Figure 1. Power grid.
The bar under the picture is 50 um long. Pins as bars on the die edge. Tap cells in gray.
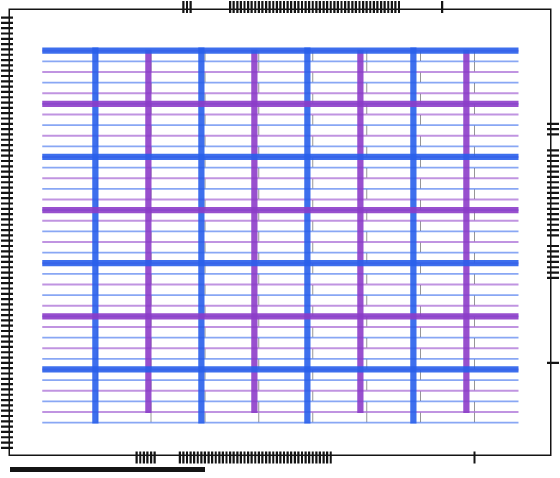
Figure 2. Cells colored by class.
The bar under the picture is 50 um long.
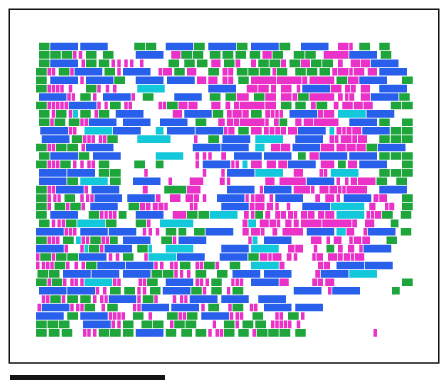
Figure 3. Clock distribution.
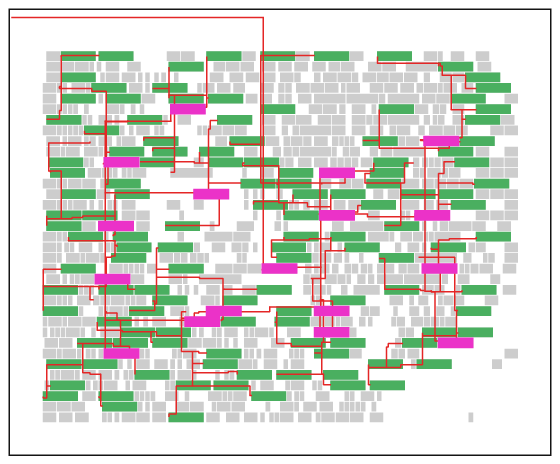
Figure 4. Metal layers overlaid.
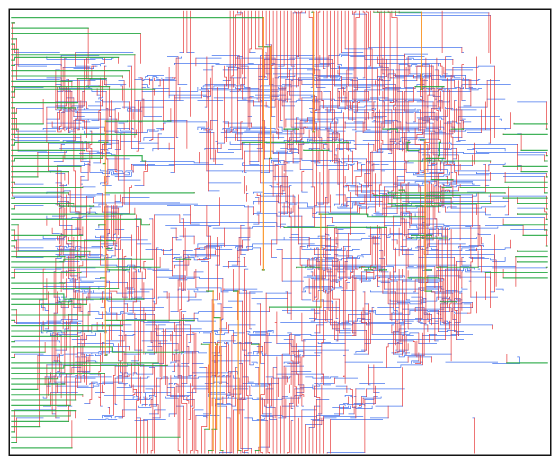
### src/rtl/lsu_mem_master.sv
// rtl/lsu_mem_master.sv - load/store initiator: byte enables, size op, load extension, ack timeout.
// Define MISALIGN_EXC_EN to error-complete misaligned word/half accesses without touching memory.
module lsu_mem_master #(
  parameter int unsigned TIMEOUT_CYCLES = 255
) (
  input  logic        clk,
  input  logic        reset,
  input  logic        req_valid,
  output logic        req_ready,
  input  logic        req_we,
  input  logic [1:0]  req_size,
  input  logic        req_sign,
  input  logic [31:0] req_addr,
  input  logic [31:0] req_wdata,
  output logic        mem_req,
  output logic        mem_we,
  output logic [31:0] mem_addr,
  output logic [1:0]  mem_op,
  output logic [3:0]  mem_be,
  output logic [31:0] mem_wdata,
  input  logic        mem_ack,
  input  logic [31:0] mem_rdata,
  output logic        resp_valid,
  output logic [31:0] resp_rdata,
  output logic        resp_err,
  output logic        stall
);

  typedef enum logic [1:0] {IDLE, BUSY, RESP} state_t;

  state_t      state_q, state_d;
  logic [15:0] cnt_q, cnt_d;
  logic        mem_req_q, mem_req_d, mem_we_q, mem_we_d;
  logic [31:0] mem_addr_q, mem_addr_d, mem_wdata_q, mem_wdata_d;
  logic [1:0]  mem_op_q, mem_op_d, lane_q, lane_d;
  logic [3:0]  mem_be_q, mem_be_d;
  logic        sign_q, sign_d;
  logic        resp_valid_q, resp_valid_d, resp_err_q, resp_err_d;
  logic [31:0] resp_rdata_q, resp_rdata_d;

  logic [1:0]  op_n;
  logic        misalign;
  logic [31:0] shifted;
  logic [31:0] load_ext;

  // Lane select uses the full offset for bytes and only a[1] for halves.
  always_comb begin
    shifted  = mem_rdata >> {lane_q, 3'b000};
    load_ext = mem_rdata;
    if (mem_op_q == 2'd2) begin
      load_ext = {{24{sign_q & shifted[7]}}, shifted[7:0]};
    end else if (mem_op_q == 2'd1) begin
      load_ext = lane_q[1] ? {{16{sign_q & mem_rdata[31]}}, mem_rdata[31:16]}
                           : {{16{sign_q & mem_rdata[15]}}, mem_rdata[15:0]};
    end
  end

  always_comb begin
    state_d      = state_q;
    cnt_d        = cnt_q;
    mem_req_d    = mem_req_q;
    mem_we_d     = mem_we_q;
    mem_addr_d   = mem_addr_q;
    mem_wdata_d  = mem_wdata_q;
    mem_op_d     = mem_op_q;
    mem_be_d     = mem_be_q;
    lane_d       = lane_q;
    sign_d       = sign_q;
    resp_valid_d = 1'b0;
    resp_err_d   = resp_err_q;
    resp_rdata_d = resp_rdata_q;
    op_n         = (req_size == 2'd3) ? 2'd0 : req_size;
    misalign     = 1'b0;
`ifdef MISALIGN_EXC_EN
    misalign = ((op_n == 2'd0) && (req_addr[1:0] != 2'd0)) ||
               ((op_n == 2'd1) && req_addr[0]);
`else
    misalign = 1'b0;
`endif
    case (state_q)
      IDLE: begin
        if (req_valid) begin
          mem_we_d    = req_we;
          mem_addr_d  = {req_addr[31:2], 2'b00};
          mem_wdata_d = req_wdata;
          mem_op_d    = op_n;
          lane_d      = req_addr[1:0];
          sign_d      = req_sign;
          case (op_n)
            2'd1:    mem_be_d = req_addr[1] ? 4'b1100 : 4'b0011;
            2'd2:    mem_be_d = 4'b0001 << req_addr[1:0];
            default: mem_be_d = 4'b1111;
          endcase
          if (misalign) begin
            state_d      = RESP;
            resp_valid_d = 1'b1;
            resp_err_d   = 1'b1;
            resp_rdata_d = 32'd0;
          end else begin
            state_d   = BUSY;
            mem_req_d = 1'b1;
            cnt_d     = 16'd0;
          end
        end
      end
      BUSY: begin
        if (mem_ack) begin
          state_d      = RESP;
          mem_req_d    = 1'b0;
          resp_valid_d = 1'b1;
          resp_err_d   = 1'b0;
          resp_rdata_d = mem_we_q ? 32'd0 : load_ext;
        end else if (cnt_q == 16'(TIMEOUT_CYCLES - 1)) begin
          state_d      = RESP;
          mem_req_d    = 1'b0;
          resp_valid_d = 1'b1;
          resp_err_d   = 1'b1;
          resp_rdata_d = 32'd0;
        end else begin
          cnt_d = cnt_q + 16'd1;
        end
      end
      default: begin
        state_d      = IDLE;
        resp_err_d   = 1'b0;
        resp_rdata_d = 32'd0;
      end
    endcase
  end

  always_ff @(posedge clk or negedge reset) begin
    if (!reset) begin
      state_q      <= IDLE;
      cnt_q        <= 16'd0;
      mem_req_q    <= 1'b0;
      mem_we_q     <= 1'b0;
      mem_addr_q   <= 32'd0;
      mem_wdata_q  <= 32'd0;
      mem_op_q     <= 2'd0;
      mem_be_q     <= 4'd0;
      lane_q       <= 2'd0;
      sign_q       <= 1'b0;
      resp_valid_q <= 1'b0;
      resp_err_q   <= 1'b0;
      resp_rdata_q <= 32'd0;
    end else begin
      state_q      <= state_d;
      cnt_q        <= cnt_d;
      mem_req_q    <= mem_req_d;
      mem_we_q     <= mem_we_d;
      mem_addr_q   <= mem_addr_d;
      mem_wdata_q  <= mem_wdata_d;
      mem_op_q     <= mem_op_d;
      mem_be_q     <= mem_be_d;
      lane_q       <= lane_d;
      sign_q       <= sign_d;
      resp_valid_q <= resp_valid_d;
      resp_err_q   <= resp_err_d;
      resp_rdata_q <= resp_rdata_d;
    end
  end

  assign req_ready  = reset & (state_q == IDLE);
  assign mem_req    = mem_req_q;
  assign mem_we     = mem_we_q;
  assign mem_addr   = mem_addr_q;
  assign mem_op     = mem_op_q;
  assign mem_be     = mem_be_q;
  assign mem_wdata  = mem_wdata_q;
  assign resp_valid = resp_valid_q;
  assign resp_rdata = resp_rdata_q;
  assign resp_err   = resp_err_q;
  assign stall      = (req_valid & ~resp_valid_q) | (state_q == BUSY);

endmodule

### config.mk
export PLATFORM = sky130hd
export DESIGN_NAME = lsu_mem_master
export DESIGN_NICKNAME = d
export VERILOG_FILES = /design/src/rtl/lsu_mem_master.sv
export SDC_FILE = /design/constraint.sdc
export NUM_CORES = 1
export LEC_CHECK = 0
export CORE_ASPECT_RATIO = 0.8
export CORE_MARGIN = 8
export CORE_UTILIZATION = 48
export CTS_BUF_LIST = sky130_fd_sc_hd__clkbuf_16
export DETAILED_ROUTE_END_ITERATION = 8
export PLACE_DENSITY = 0.86
export SLEW_MARGIN = 20
export SYNTH_ARGS = -nofsm -noshare
export SYNTH_HDL_FRONTEND = slang
export SYNTH_SLANG_ARGS = --single-unit
### constraint.sdc
create_clock -name clk -period 2.85 [get_ports clk]
set_clock_uncertainty 0.15 [all_clocks]
set_input_delay 0.285 -clock clk [delete_from_list [all_inputs] [get_ports clk]]
set_output_delay 0.285 -clock clk [all_outputs]
set_load 0.005 [all_outputs]
==> flow_metrics.py <==
# Metrics from the implementation run
metrics = {
    "drt": {
        "dr_wl_met3_um": 1990,
        "final_antenna_net_count": 0,
        "first_iter_violations": 353,
        "drt-met1-wl_um": 7050,
        "num_vias": 5101,
    },
    "synthesis": {
        "xor_share_pct": 1.07,
        "top_area_share_pct": 54.5,
        "ys_seq_share_pct": 54.5,
        "ys_top_logic_family": "simple AND/OR/NAND/NOR gates",
        "synth.distinct_cells": 55,
        "top_cells_by_area": "dfrtp_1 55%, nand2_1 15%, mux4_2 3.1%",
        "numSynthFlops": 125,
        "avgSynthCellArea_sq_um": 9.69,
        "aoi_share_pct": 12.8,
        "edf_count": 0,
        "yosysMostFrequentCell": "nand2_1",
        "netlist_area_sq_um": 5740,
        "async_flop_share_pct": 100,
    },
    "clock_network": {
        "htreeDepth": 4,
        "numCtsBuffers": 17,
        "clkLatencyLatePin_ns": 0.41,
    },
    "final_timing": {
        "fin_tns_setup_ns": 0,
        "hold_violations": 0,
        "hold_ws_ns": 0.220,
        "max_freq_mhz": 427,
        "slew_headroom_pct": 59.8,
    },
    "floorplanning": {
        "rows": 35,
        "dieHeight_um": 114,
        "io_pins": 212,
        "die_w_um": 138,
        "die_area_sq_um": 15700,
        "initCoreUtil_pct": 49.4,
    },
    "pwr": {
        "ir_worst_vdd_uv": 575,
        "power_leader": "registers",
        "powerComb_mw": 2.82,
        "comb_power_share_pct": 36.2,
        "leakagePower_nw": 3.98,
        "seqPwrFrac_pct": 36.4,
        "swShare_pct": 31.0,
        "seq_power_mw": 2.84,
    },
    "grt": {
        "antenna_found_initial": 0,
        "grt_pass1_wl_um": 28600,
        "grt_max_degree": 48,
    },
    "flow_run": {
        "tool_warnings": 29,
        "cap_violations": 0,
    },
    "cells_and_area": {
        "area_delta_synth_final_pct": 48.9,
        "utilization_pct": 73.6,
        "nNonClkBuffers": 221,
        "final_area_sq_um": 8540,
        "nMultiInputCombCells": 421,
        "num-clock-buffers": 17,
        "layout.nonclk_buf_share_pct": 25.7,
    },
    "place": {
        "dp.cells": 926,
        "dp_hpwl_um": 13300,
    },
    "run_status": {
        "status": "finished, final reports clean",
    },
    "setup_path": {
        "max_stage_delay_ns": 0.53,
        "endpoint": "req_ready",
        "cp-start-kind": "primary input",
        "required_ns": 2.41,
        "critPathSlowestCell": "dlygate4sd3_1",
        "crit_buf_inv": 3,
        "r2r-end": "resp_rdata[9]",
    },
    "min_path": {
        "hold_path.class": "in -> async",
    },
}
Notes on Figure 1 above:
| color | net |
|---|---|
| purple | VDD |
| blue | VSS |
met5 straps: 7
tap cells: 148

Notes on Figure 2 above:
| color | class | cells | share of their area |
|---|---|---|---|
| blue | flops | 125 | 37% |
| green | other buffers and delay cells | 221 | 26% |
| cyan | clock drivers and dummy loads | 31 | 6.9% |
| magenta | combinational and other logic | 433 | 29% |

Notes on Figure 3 above:
[red] clock wires | length: 1650 um
[green] flip-flops | count: 125
[magenta] clock drivers | count: 17
flops lie: all over the die

Notes on Figure 4 above:
| color | layer | wire length |
|---|---|---|
| green | metal 3 | 1990 um |
| blue | metal 1 | 7050 um |
| orange | metal 4 | 452 um |
| red | metal 2 | 8450 um |

No activity file was given, so power comes from the tool's default toggle rates.
